run_1/metal_stack.png
Only two layers are drawn.
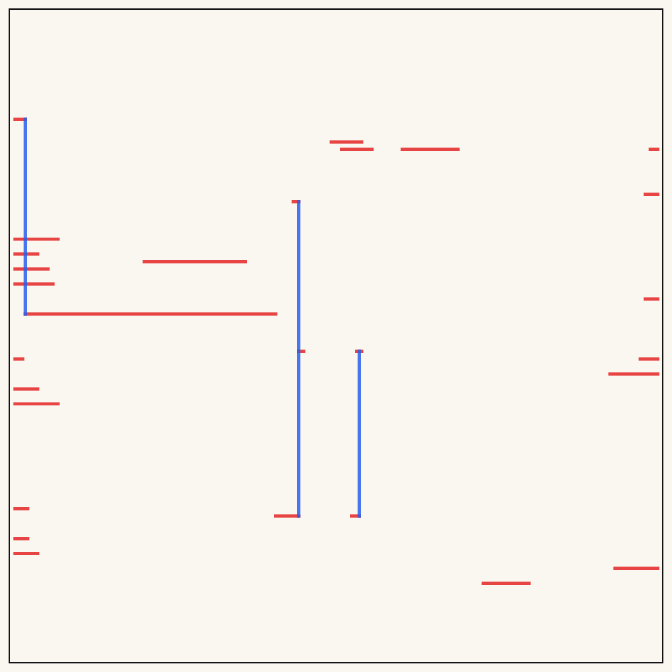
run_1/pins.png
Pins as bars across the die edge, other pins in grey.
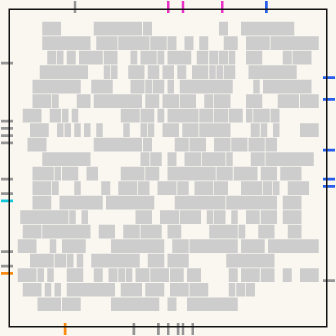
run_1/registers.png
Other sequential cells in the stronger grey, the rest of the logic in the fainter grey.
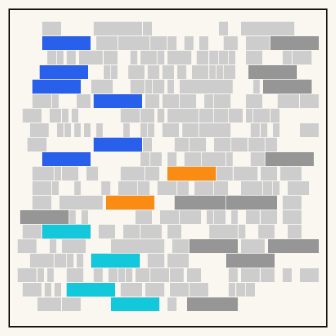
<file path="config.mk">
export PLATFORM = sky130hd
export DESIGN_NAME = uart_rx_frame_counter
export DESIGN_NICKNAME = d
export VERILOG_FILES = /design/src/rtl/uart_pkg.sv /design/src/rtl/uart_rx_frame_counter.sv
export SDC_FILE = /design/constraint.sdc
export NUM_CORES = 1
export LEC_CHECK = 0
export CAP_MARGIN = 20
export CORE_MARGIN = 1
export CORE_UTILIZATION = 47
export DETAILED_ROUTE_END_ITERATION = 10
export GPL_TIMING_DRIVEN = 0
export PLACE_DENSITY_LB_ADDON = 0.12
export SKIP_CTS_REPAIR_TIMING = 1
export SLEW_MARGIN = 20
export SYNTH_ARGS = -nofsm -noshare
export SYNTH_HDL_FRONTEND = slang
export SYNTH_SLANG_ARGS = --single-unit
</file>
<file path="constraint.sdc">
create_clock -name clock -period 1.6 [get_ports clock]
set_input_delay 0.16 -clock clock [delete_from_list [all_inputs] [get_ports clock]]
set_output_delay 0.16 -clock clock [all_outputs]
set_load 0.01 [all_outputs]
</file>
<file path="src/rtl/uart_pkg.sv">
// Shared UART receiver definitions: the timing-engine state encoding, frame
// geometry constants and the frame-length helper.
package uart_pkg;

    typedef enum logic [1:0] {
        IDLE = 2'd0,
        RUN  = 2'd1,
        HOLD = 2'd2
    } rx_state_e;

    localparam int PRESCALE_MIN   = 4;
    localparam int DATA_BITS_BASE = 5;
    localparam int FRAME_LEN_MAX  = 12;
    localparam int FRAME_LEN_W    = $clog2(FRAME_LEN_MAX + 1);

    // start + data + optional parity + first stop + optional second stop
    function automatic logic [FRAME_LEN_W-1:0] calc_frame_len(
        input logic [1:0] data_bits_sel,
        input logic       parity_en,
        input logic       stop2
    );
        return FRAME_LEN_W'(1 + DATA_BITS_BASE + int'(data_bits_sel)
                            + int'(parity_en) + 1 + int'(stop2));
    endfunction

endpackage

</file>
<file path="src/rtl/uart_rx_frame_counter.sv">
// Oversampling timing engine for the UART receiver: counts clocks per bit and
// bits per frame, and decodes the sample strobes and bit/frame completion.
module uart_rx_frame_counter
    import uart_pkg::*;
#(
    parameter int PRESCALE_W = 6,
    parameter int BIT_W      = 4
) (
    input  logic                  clock,
    input  logic                  reset,
    input  logic                  enable,
    input  logic [PRESCALE_W-1:0] prescale,
    input  logic [1:0]            data_bits_sel,
    input  logic                  parity_en,
    input  logic                  stop2,
    output logic [PRESCALE_W-1:0] edge_counter,
    output logic [BIT_W-1:0]      bit_counter,
    output logic [2:0]            sample_strobe,
    output logic                  bit_done,
    output logic                  frame_done,
    output logic                  cfg_error
);

    rx_state_e             state_q,     state_d;
    logic [PRESCALE_W-1:0] edge_q,      edge_d;
    logic [BIT_W-1:0]      bit_q,       bit_d;
    logic [PRESCALE_W-1:0] p_q,         p_d;
    logic [BIT_W-1:0]      frame_len_q, frame_len_d;
    logic                  cfg_error_q, cfg_error_d;

    logic                  prescale_legal;
    logic                  running;
    logic [PRESCALE_W-1:0] mid;
    logic                  last_edge;
    logic                  last_bit;

    assign prescale_legal = (prescale >= PRESCALE_W'(PRESCALE_MIN));
    assign running        = (state_q == RUN);
    assign mid            = p_q >> 1;
    assign last_edge      = (edge_q == p_q);
    assign last_bit       = (bit_q == frame_len_q);

    // NOTE: every signal written here gets a default first so that no path
    // through the case leaves it unassigned, which would infer a latch.
    always_comb begin
        state_d     = state_q;
        edge_d      = edge_q;
        bit_d       = bit_q;
        p_d         = p_q;
        frame_len_d = frame_len_q;
        cfg_error_d = cfg_error_q;

        unique case (state_q)
            IDLE: begin
                edge_d = '0;
                bit_d  = '0;
                if (enable) begin
                    if (prescale_legal) begin
                        state_d     = RUN;
                        edge_d      = PRESCALE_W'(1);
                        bit_d       = BIT_W'(1);
                        p_d         = prescale;
                        frame_len_d = BIT_W'(calc_frame_len(data_bits_sel, parity_en, stop2));
                        cfg_error_d = 1'b0;
                    end else begin
                        cfg_error_d = 1'b1;
                    end
                end
            end

            RUN: begin
                // Dropping enable wins over any in-frame update, frame_done included.
                if (!enable) begin
                    state_d = IDLE;
                    edge_d  = '0;
                    bit_d   = '0;
                end else if (last_edge && last_bit) begin
                    state_d = HOLD;
                    edge_d  = '0;
                    bit_d   = '0;
                end else if (last_edge) begin
                    edge_d = PRESCALE_W'(1);
                    bit_d  = bit_q + BIT_W'(1);
                end else begin
                    edge_d = edge_q + PRESCALE_W'(1);
                end
            end

            HOLD: begin
                // Parked until enable falls so a stuck-high enable cannot start a second frame.
                edge_d = '0;
                bit_d  = '0;
                if (!enable) begin
                    state_d = IDLE;
                end
            end

            default: begin
                state_d = IDLE;
                edge_d  = '0;
                bit_d   = '0;
            end
        endcase
    end

    // NOTE: state registers use non-blocking assignments so every flop samples
    // the pre-edge values regardless of statement order.
    always_ff @(posedge clock or negedge reset) begin
        if (!reset) begin
            state_q     <= IDLE;
            edge_q      <= '0;
            bit_q       <= '0;
            p_q         <= '0;
            frame_len_q <= '0;
            cfg_error_q <= 1'b0;
        end else begin
            state_q     <= state_d;
            edge_q      <= edge_d;
            bit_q       <= bit_d;
            p_q         <= p_d;
            frame_len_q <= frame_len_d;
            cfg_error_q <= cfg_error_d;
        end
    end

    assign edge_counter     = edge_q;
    assign bit_counter      = bit_q;
    assign cfg_error        = cfg_error_q;

    assign sample_strobe[0] = running && (edge_q == mid - PRESCALE_W'(1));
    assign sample_strobe[1] = running && (edge_q == mid);
    assign sample_strobe[2] = running && (edge_q == mid + PRESCALE_W'(1));
    assign bit_done         = running && last_edge;
    assign frame_done       = bit_done && last_bit;

endmodule

</file>
==> results.json, run 1 <==
{
  "status": "finished, violations left",
  "violations": "setup timing",
  "fin_crit_sh_pct": 130,
  "drt_iter0_drc": 51,
  "clk_pin_slew_ns": 0.13,
  "ys_top_cells_by_area": "dfrtp_1 (37%), xor2_1 (10%), nand2_1 (6.6%), xnor2_1 (6.3%), ha_1 (5.7%)",
  "grt_setup_unrepaired": "true",
  "clockNetworkAreaShare_pct": 1.23,
  "clk_path_buf_depth": 2,
  "worst_slew_pin_slew_ns": 0.522,
  "grt_max_degree": 24,
  "syn2layout_area_growth_pct": 38.8,
  "crit_buf_inv": 3,
  "wire_per_inst_um": 13.4,
  "power_mw": 3.33,
  "yosysMostFrequentCell": "nand2_1",
  "cts.sinks": 23,
  "worstReg2RegEnd": "bit_counter[2]",
  "worst-path-stages": 7,
  "ys_seq_share_pct": 37.4,
  "layout-drive-gt1-share_pct": 27.1,
  "seqPwrFrac_pct": 28.5,
  "worst-path-max-fanout": 6,
  "slew_headroom_pct": 65.2,
  "top_cell_area_share_pct": 37.4,
  "vias_per_cell": 5.03,
  "h-tree-depth": 1,
  "globalplace.congestion": 0.983,
  "insertion_delay_ns": 0.32,
  "fin_nets": 236,
  "p_leak_nw": 0.997,
  "dpl.cell_count": 239,
  "worst_path_most_repeated_cell": "buf_6",
  "critical_path_required_ns": 1.44,
  "cts_inserted_buffers": 3,
  "met1_length_mm": 1.66,
  "setup_violations": 11,
  "setup_slack_ns": -0.484,
  "top_area_cell": "dfrtp_1",
  "met2_usage_pct": 33.9,
  "lay_top_count": "nand2_1",
  "buffers": 54,
  "finalClockSkew_ns": 0.00148
}
Back to the opening pictures, metal_stack.png:
Key: blue = met4 [wire length 61.2 um]; red = met3 [wire length 87.2 um]
total wire length: 3.45 mm
via count: 1299
Overall Global Routing Usage: 20.3%

Back to the opening pictures, pins.png:
Key: orange = `data_bits_sel` [pins 2, direction input, edge 1 left, 1 bottom]; cyan = `enable` [pins 1, direction input, edge left]; blue = `edge_counter` [pins 6, direction output, edge 5 right, 1 top]; magenta = `sample_strobe` [pins 3, direction output, edge top]
All pins by edge: 11 left, 7 bottom, 6 right, 5 top.
die height: 59.2 um
Die X: 59.2 um
I/O Buffers: 28

Back to the opening pictures, registers.png:
Key: cyan = `frame_len_q` [sequential cells 4]; orange = `state_q` [sequential cells 2]; blue = `p_q` [sequential cells 6]
Another 11 sequential cells are not coloured.
FF+latch area: 581 um2
seq pwr: 0.950 mW
final core occ: 69.5%
fraction of area in registers: 27.2%

==> run 1 -> run 2 <==
Settings changed: CORE_UTILIZATION 47 to 48, CTS_BUF_LIST set to sky130_fd_sc_hd__clkbuf_2.
==> results.json, run 2 <==
{
  "status": "finished, violations left",
  "violations": "setup timing",
  "met1_length_mm": 1.49,
  "fin_crit_sh_pct": 133,
  "setup_violations": 24,
  "worst-path-max-fanout": 6,
  "sh_seq_area_pct": 26.8,
  "regArea_um2": 582,
  "grt_setup_unrepaired": "true",
  "drt-pass1-iter-count": 4,
  "top_area_cell": "dfrtp_1",
  "top_cell_area_share_pct": 37.4,
  "grt_max_degree": 24,
  "worst_path_most_repeated_cell": "buf_6",
  "syn2layout_area_growth_pct": 40.7,
  "finalClockSkew_ns": 0.000900,
  "clk_pin_slew_ns": 0.21,
  "clockNetworkAreaShare_pct": 0.924,
  "crit_buf_inv": 3,
  "cts.sinks": 23,
  "vias_per_cell": 5.05,
  "ys_top_cells_by_area": "dfrtp_1 (37%), xor2_1 (10%), nand2_1 (6.6%), xnor2_1 (6.3%), ha_1 (5.7%)",
  "drt_iter0_drc": 45,
  "globalplace.congestion": 0.817,
  "worstReg2RegEnd": "bit_counter[1]",
  "buffers": 58,
  "ys_seq_share_pct": 37.4,
  "layout-drive-gt1-share_pct": 28.4,
  "seqPwrFrac_pct": 28.0,
  "fp.dieH_um": 58.6,
  "fin_nets": 240,
  "h-tree-depth": 1,
  "dpl.cell_count": 239,
  "met2_usage_pct": 37.6,
  "insertion_delay_ns": 0.34,
  "edf_count": 0,
  "setup_slack_ns": -0.529,
  "lay_top_count": "nand2_1",
  "p_seq_mw": 0.944,
  "worst-path-stages": 7,
  "p_leak_nw": 1.05,
  "cts_inserted_buffers": 3,
  "yosysMostFrequentCell": "nand2_1",
  "seq_cell_count": 23,
  "critical_path_required_ns": 1.44,
  "clk_path_buf_depth": 2,
  "slew_headroom_pct": 59.4,
  "fp.dieW_um": 58.6,
  "worst_slew_pin_slew_ns": 0.607
}
run_2/metal_stack.png
Only two layers are drawn.
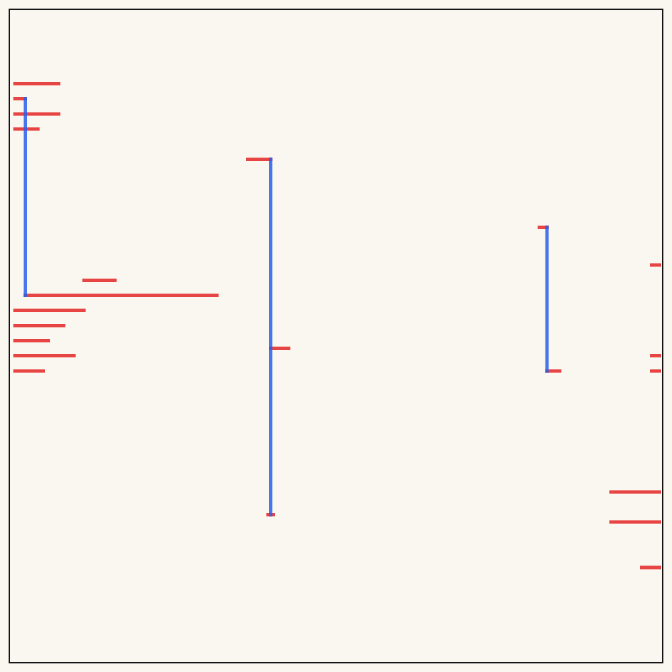
Key: red = met3 [wire length 70.4 um]; blue = met4 [wire length 62.6 um]
via count: 1323
total wire length: 3.52 mm
Routed WL per cell: 13.5 um
Overall Global Routing Usage: 20.7%

run_2/met3.png
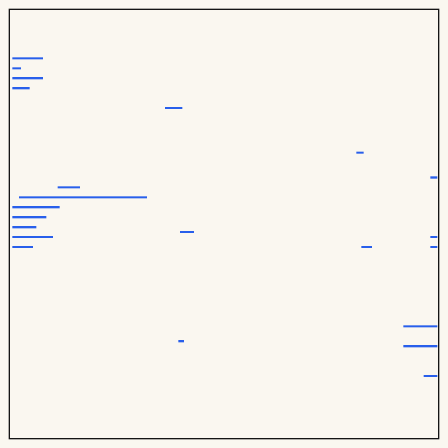
The wires run mostly horizontal. The layer carries 70.4 um of wire. The layer holds 2.0% of the routed length. The longest straight run is 17.2 um.
GR Layer Usage met3: 2.64%

Power is estimated from default activity; no workload was simulated.
